Metal 1:
Bar = 20 um. Cells faint in the background.
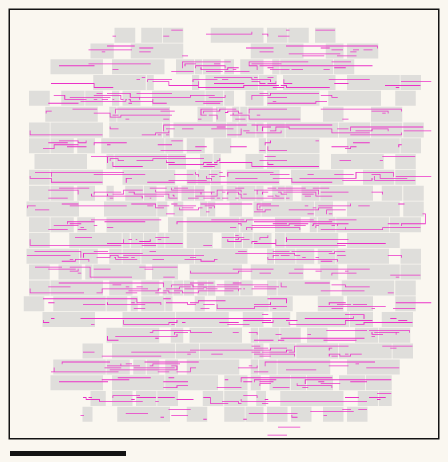
The metal 2 layer:
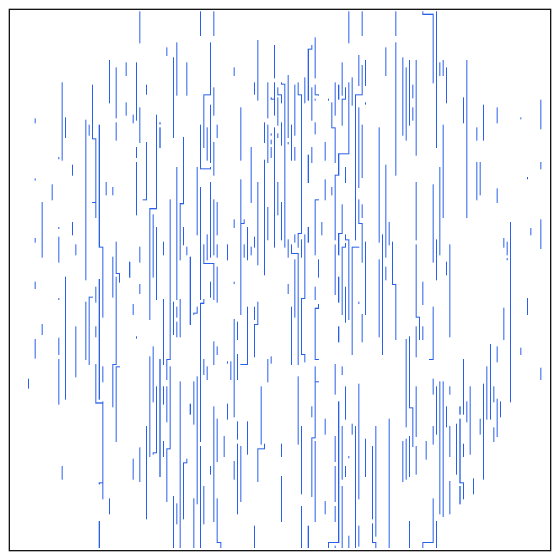
<file path="config.mk">
export PLATFORM = sky130hd
export DESIGN_NAME = fb_port_arbiter_flat
export DESIGN_NICKNAME = d
export VERILOG_FILES = /design/src/rtl/fb_port_arbiter_if.sv /design/src/rtl/fb_port_arbiter.sv /design/src/flat_wrapper.sv
export SDC_FILE = /design/constraint.sdc
export NUM_CORES = 1
export LEC_CHECK = 0
export CORE_MARGIN = 2
export CORE_UTILIZATION = 55
export CTS_BUF_LIST = sky130_fd_sc_hd__clkbuf_16
export CTS_CLUSTER_SIZE = 40
export DETAILED_ROUTE_END_ITERATION = 10
export PLACE_DENSITY = 0.84
export SLEW_MARGIN = 30
export SYNTH_ARGS = -nofsm -noshare
export SYNTH_HDL_FRONTEND = slang
export SYNTH_SLANG_ARGS = --single-unit
</file>
<file path="constraint.sdc">
create_clock -name clk -period 4.2 [get_ports clk]
set_input_delay 0.42 -clock clk [delete_from_list [all_inputs] [get_ports clk]]
set_output_delay 0.42 -clock clk [all_outputs]
set_load 0.02 [all_outputs]
</file>
<file path="src/rtl/fb_port_arbiter_if.sv">
// Framebuffer port-B arbiter bundle: pixel write requests, fill control and the RAM port.
// slave = arbiter side, master = requester/RAM side.
interface fb_port_arbiter_if #(
    parameter int ADDR_W = 15
);
    logic              px_valid;
    logic              px_ready;
    logic [ADDR_W-1:0] px_addr;
    logic [1:0]        px_data;
    logic              clr_start;
    logic [3:0]        clr_value;
    logic              clr_busy;
    logic              clr_done;
    logic [ADDR_W-1:0] ram_addr;
    logic              ram_we;
    logic [3:0]        ram_wdata;
    logic [3:0]        ram_rdata;

    modport slave (
        input  px_valid, px_addr, px_data, clr_start, clr_value, ram_rdata,
        output px_ready, clr_busy, clr_done, ram_addr, ram_we, ram_wdata
    );

    modport master (
        output px_valid, px_addr, px_data, clr_start, clr_value, ram_rdata,
        input  px_ready, clr_busy, clr_done, ram_addr, ram_we, ram_wdata
    );
endinterface

</file>
<file path="src/rtl/fb_port_arbiter.sv">
// Framebuffer port-B arbiter: pixel read-modify-write blends (READ then WRITE, one pixel per 2 cycles)
// take priority over a background fill; px_ready drops while a held pixel waits for its WRITE.
module fb_port_arbiter #(
    parameter int ADDR_W   = 15,
    parameter int FB_DEPTH = 23040
) (
    input  logic             clk,
    input  logic             rst_n,
    fb_port_arbiter_if.slave bus
);
    localparam logic [1:0] ST_IDLE  = 2'd0;
    localparam logic [1:0] ST_READ  = 2'd1;
    localparam logic [1:0] ST_WRITE = 2'd2;
    localparam logic [1:0] ST_CLEAR = 2'd3;

    localparam logic [ADDR_W-1:0] LAST_ADDR = ADDR_W'(FB_DEPTH - 1);

    logic [1:0]        state_q, state_d;
    logic              slot_vld_q, slot_vld_d;
    logic [ADDR_W-1:0] slot_addr_q, slot_addr_d;
    logic [1:0]        slot_data_q, slot_data_d;
    logic              clr_busy_q, clr_busy_d;
    logic              clr_done_q, clr_done_d;
    logic [3:0]        clr_val_q, clr_val_d;
    logic [ADDR_W-1:0] cnt_q, cnt_d;
    logic [ADDR_W-1:0] ram_addr_q, ram_addr_d;
    logic              ram_we_q, ram_we_d;
    logic [3:0]        ram_wdata_q, ram_wdata_d;

    logic              px_ready;
    logic              xfer;
    logic [4:0]        blend_sum;
    logic [3:0]        blend;

    assign px_ready  = !slot_vld_q || (state_q == ST_WRITE);
    assign xfer      = bus.px_valid && px_ready;
    // Worst case 15 + 5*3 = 30 fits in 5 bits, so the halved result never exceeds 15.
    assign blend_sum = {1'b0, bus.ram_rdata} + ({3'b000, slot_data_q} * 5'd5);
    assign blend     = 4'(blend_sum >> 1);

    assign bus.px_ready  = px_ready;
    assign bus.clr_busy  = clr_busy_q;
    assign bus.clr_done  = clr_done_q;
    assign bus.ram_addr  = ram_addr_q;
    assign bus.ram_we    = ram_we_q;
    assign bus.ram_wdata = (state_q == ST_WRITE) ? blend : ram_wdata_q;

    always_comb begin
        slot_vld_d  = slot_vld_q;
        slot_addr_d = slot_addr_q;
        slot_data_d = slot_data_q;
        clr_busy_d  = clr_busy_q;
        clr_done_d  = 1'b0;
        clr_val_d   = clr_val_q;
        cnt_d       = cnt_q;
        state_d     = state_q;
        ram_addr_d  = '0;
        ram_we_d    = 1'b0;
        ram_wdata_d = 4'd0;

        if (xfer) begin
            slot_vld_d  = 1'b1;
            slot_addr_d = bus.px_addr;
            slot_data_d = bus.px_data;
        end else if (state_q == ST_WRITE) begin
            slot_vld_d = 1'b0;
        end

        // A CLEAR cycle always carries the write of cnt_q; the counter only moves here.
        if (state_q == ST_CLEAR) begin
            cnt_d = cnt_q + ADDR_W'(1);
            if (cnt_q == LAST_ADDR) begin
                cnt_d      = '0;
                clr_busy_d = 1'b0;
                clr_done_d = 1'b1;
            end
        end

        if (bus.clr_start) begin
            clr_val_d  = bus.clr_value;
            cnt_d      = '0;
            clr_busy_d = 1'b1;
            clr_done_d = 1'b0;
        end

        case (state_q)
            ST_READ:  state_d = ST_WRITE;
            ST_IDLE, ST_WRITE, ST_CLEAR: begin
                if (xfer || (slot_vld_q && state_q != ST_WRITE)) begin
                    state_d = ST_READ;
                end else if (clr_busy_d) begin
                    state_d = ST_CLEAR;
                end else begin
                    state_d = ST_IDLE;
                end
            end
            default:  state_d = ST_IDLE;
        endcase

        // Port-B outputs are registered, so they are derived from the state being entered.
        case (state_d)
            ST_READ: begin
                ram_addr_d = slot_addr_d;
            end
            ST_WRITE: begin
                ram_addr_d = slot_addr_d;
                ram_we_d   = 1'b1;
            end
            ST_CLEAR: begin
                ram_addr_d  = cnt_d;
                ram_we_d    = 1'b1;
                ram_wdata_d = clr_val_d;
            end
            default: begin
                ram_addr_d = '0;
            end
        endcase
    end

    always_ff @(posedge clk or negedge rst_n) begin
        if (!rst_n) begin
            state_q     <= ST_IDLE;
            slot_vld_q  <= 1'b0;
            slot_addr_q <= '0;
            slot_data_q <= 2'd0;
            clr_busy_q  <= 1'b0;
            clr_done_q  <= 1'b0;
            clr_val_q   <= 4'd0;
            cnt_q       <= '0;
            ram_addr_q  <= '0;
            ram_we_q    <= 1'b0;
            ram_wdata_q <= 4'd0;
        end else begin
            state_q     <= state_d;
            slot_vld_q  <= slot_vld_d;
            slot_addr_q <= slot_addr_d;
            slot_data_q <= slot_data_d;
            clr_busy_q  <= clr_busy_d;
            clr_done_q  <= clr_done_d;
            clr_val_q   <= clr_val_d;
            cnt_q       <= cnt_d;
            ram_addr_q  <= ram_addr_d;
            ram_we_q    <= ram_we_d;
            ram_wdata_q <= ram_wdata_d;
        end
    end
endmodule

</file>
<file path="src/flat_wrapper.sv">
// flat-port wrapper written by rule: the top's interface ports become plain ports
module fb_port_arbiter_flat 
#(
    parameter int ADDR_W   = 15,
    parameter int FB_DEPTH = 23040
)
  (clk, rst_n, bus_px_valid, bus_px_addr, bus_px_data, bus_clr_start, bus_clr_value, bus_ram_rdata, bus_px_ready, bus_clr_busy, bus_clr_done, bus_ram_addr, bus_ram_we, bus_ram_wdata);
  fb_port_arbiter_if #(.ADDR_W(ADDR_W)) bus_i ();
  input  logic clk;
  input  logic rst_n;
  input wire logic [$bits(bus_i.px_valid)-1:0] bus_px_valid;
  input wire logic [$bits(bus_i.px_addr)-1:0] bus_px_addr;
  input wire logic [$bits(bus_i.px_data)-1:0] bus_px_data;
  input wire logic [$bits(bus_i.clr_start)-1:0] bus_clr_start;
  input wire logic [$bits(bus_i.clr_value)-1:0] bus_clr_value;
  input wire logic [$bits(bus_i.ram_rdata)-1:0] bus_ram_rdata;
  output wire logic [$bits(bus_i.px_ready)-1:0] bus_px_ready;
  output wire logic [$bits(bus_i.clr_busy)-1:0] bus_clr_busy;
  output wire logic [$bits(bus_i.clr_done)-1:0] bus_clr_done;
  output wire logic [$bits(bus_i.ram_addr)-1:0] bus_ram_addr;
  output wire logic [$bits(bus_i.ram_we)-1:0] bus_ram_we;
  output wire logic [$bits(bus_i.ram_wdata)-1:0] bus_ram_wdata;
  assign bus_i.px_valid = bus_px_valid;
  assign bus_i.px_addr = bus_px_addr;
  assign bus_i.px_data = bus_px_data;
  assign bus_i.clr_start = bus_clr_start;
  assign bus_i.clr_value = bus_clr_value;
  assign bus_i.ram_rdata = bus_ram_rdata;
  assign bus_px_ready = bus_i.px_ready;
  assign bus_clr_busy = bus_i.clr_busy;
  assign bus_clr_done = bus_i.clr_done;
  assign bus_ram_addr = bus_i.ram_addr;
  assign bus_ram_we = bus_i.ram_we;
  assign bus_ram_wdata = bus_i.ram_wdata;
  fb_port_arbiter #(.ADDR_W(ADDR_W), .FB_DEPTH(FB_DEPTH)) u_core (.clk(clk), .rst_n(rst_n), .bus(bus_i));
endmodule
</file>
==> impl_metrics.csv <==
group,metric,value,unit
timing,finalHoldViolations,0,
critical_path,end_kind,"primary output",
timing,fmax,321,MHz
route,top_layer,"met4",
global_route,grt_antenna_before_repair,0,
critical_path,crit_slowest_cell,"clkdlybuf4s50_1",
global_route,grt_pass1_vias,1700,
clock_tree,cts_resized,0,
floorplanning,die_area,5430,um2
critical_path,cp.arrival,2.70,ns
synthesis,syn_nets,245,
pwr,leakage,1.54,nW
timing,setup_violations,0,
placed_design,port_buffers,51,
critical_path,cp.required,3.78,ns
layout,fin_cells,322,
layout,layout_top_cell,"dfrtp_1",
clock_tree,cts_buffers,9,
floorplanning,die_h,73.7,um
synthesis,ys.flops,61,
layout,drive_above_1_share,16.4,%
synthesis,ys_cells,206,
synthesis,syn_area,2670,um2
clock_tree,clock_sinks,61,
timing,min_period,3.12,ns
route,wl_met2,2270,um
placed_design,dp_cells,306,
outcome,status,"finished clean",
clock_tree,cts_hold_buf,0,
critical_path,crit_chain,"clkdlybuf4s50_1 > ha_1 > ha_1 > fa_1 > xnor2_1 > o21ai_0 > clkdlybuf4s50_1",
floorplanning,fp-row-count,25,
route,post_drt_wl_per_cell,15.4,um
clock_tree,post_cts_buffers,0,
global_route,grt-ovfl-total,0,
timing,tightestPinTransition,0.737,ns
route,postRouteAntennaNets,0,
placed_design,dp_hpwl,3260,um
critical_path,crit_fanout,2,
layout,diodes,0,
synthesis,edf_count,0,
clock_tree,clkLatencyLatePin,0.32,ns
synthesis,syn_inst,206,
route,dr.first_iter.drc_count,98,
pwr,finalPower,2.66,mW
layout,most-common-layout-cells,"dfrtp_1, clkdlybuf4s50_1, nor2_1",
critical_path,start_kind,"primary input",
run,max-cap-violations,0,
timing,rsz0062_at_grt,"false",
route,met3_length,183,um
pwr,power_density,754,nW/um2
timing,fin_skew,0.00599,ns
route,drc,0,
critical_path,critPathMaxStageDelay,0.62,ns
synthesis,yosysChipArea,2670,um2
floorplanning,fp_util,56.9,%
timing,slew_headroom,50.8,%
clock_tree,ctsLongestPathBuffers,2,
critical_path,cp_top_family,"buffers and inverters",
synthesis,yosysSeqAreaShare,57.1,%
synthesis,synth_area_per_cell,13.0,um2
clock_tree,cts_tree,"built",
layout,area_growth,32.1,%
global_route,grt_pass1_wl,8310,um
hold_path,min_path_type,"primary input to async pin",
global_route,track_usage,21.3,%
clock_tree,cts_htree_levels,3,
timing,maxSlewViolCount,0,
critical_path,crit_type,"primary input to primary output",
floorplanning,chipWidth,73.7,um
route,wl_met1,2380,um
route,drtPass1Iterations,4,
layout,fill_cells,300,
synthesis,ys_types,33,
About 'metal 1':
nets with wire on the layer = 266
wire length on this layer = 2380 um
via count: 1706
drt total wl: 4960 um
met1 Usage GRT: 28.6%

About 'the metal 2 layer':
main direction = vertical
share of all routed wire = 46%

-- through the flow --
stage                     hold slack, ns  util, %  cell area [um2]  setup WS, ns
after floorplan                    0.124        -             2670          1.72
after global placement             0.476     68.2             3200          1.16
after detailed placement           0.480     68.2             3200          1.07
after CTS                          0.278     75.2             3530          1.07
after global routing               0.339     75.2             3530         0.969
final                              0.242     75.2             3530          1.08
-- area by class of cell --
type	count	area, um2	area share (%)
inverter	4	15.0	0.425
tap	54	67.6	1.91
clock buffer	9	225	6.38
multi-input combinational	134	1070	30.3
clock inverter	7	106	3.01
timing repair buffer	53	520	14.7
sequential	61	1530	43.2
-- worst paths after layout --
check,startpoint,to,slack [ns],cells past startpoint
min,rst_n,u_core.bus.ram_we,0.24,2
min in group clk,u_core.slot_addr_q[2],u_core.slot_addr_q[2],0.49,1
max,bus_ram_rdata[1],bus_ram_wdata[2],1.08,7
max reg2reg,u_core.cnt_q[0],u_core.bus.ram_addr[9],1.23,10
min reg2reg,u_core.slot_addr_q[2],u_core.slot_addr_q[2],0.49,1
max in group asynchronous,rst_n,u_core.slot_data_q[0],3.46,2
-- power breakdown --
part	switching [mW]	total [mW]	internal, mW	leakage [nW]
Combinational	0.486	1.00	0.514	0.605
Sequential	0.0703	0.849	0.779	0.770
Clock	0.240	0.811	0.571	0.169
Total	0.796	2.66	1.86	1.54
-- registers in the layout, summed over array words and instances, names as in the netlist --
name	flops
u_core.slot_addr_q	15
u_core.bus.ram_addr	15
u_core.cnt_q	15
u_core.bus.clr_busy	1
u_core.bus.ram_we	1
u_core.state_q	2
u_core.slot_vld_q	1
u_core.slot_data_q	2
u_core.bus.clr_done	1
u_core.clr_val_q	4
u_core.ram_wdata_q	4
-- cells in the mapped netlist (2+ instances only) --
library cell,count,area (um2)
a21oi_1,4,20.0
and2_1,5,31.3
and3_1,4,25.0
buf_2,3,15.0
buf_6,2,22.5
dfrtp_1,61,1530
ha_1,9,113
inv_1,4,15.0
mux2_2,15,169
mux2_4,8,120
nand2_1,4,15.0
nand2b_1,3,18.8
nand3_1,8,40.0
nand4_1,3,18.8
nor2_1,19,71.3
nor2b_1,3,18.8
nor3_1,3,15.0
o21ai_0,5,25.0
o2bb2ai_1,15,131
xnor2_1,9,78.8
xor2_1,7,61.3
-- metal layers --
| layer | global-route usage (%) | vias up |
|---|---|---|
| li1 | - | 834 |
| met1 | 28.6 | 815 |
| met2 | 31.9 | 46 |
| met3 | 4.25 | 11 |
| met4 | 12.7 | 0 |
| met5 | 0 | - |
-- cells by family after synthesis --
logic type,after synthesis,synth area share (%)
flops,61,57.1
simple gates,58,11.4
compound gates,26,7.21
mux,24,11.2
xor+xnor,16,5.25
buf+inv,11,2.86
fa+ha+maj,10,4.96
-- worst register-to-register path: stages, from the launching register on --
cell and delay [ns]:
dfrtp_1 0.41, ha_1 0.23, nand4_1 0.19, nor2_2 0.09, nand4_1 0.18, a21oi_2 0.11, o21ai_0 0.24, ha_1 0.27
or3b_2 0.47, nand2b_1 0.41, o2bb2ai_1 0.28
Power and IR drop assume default switching activity.
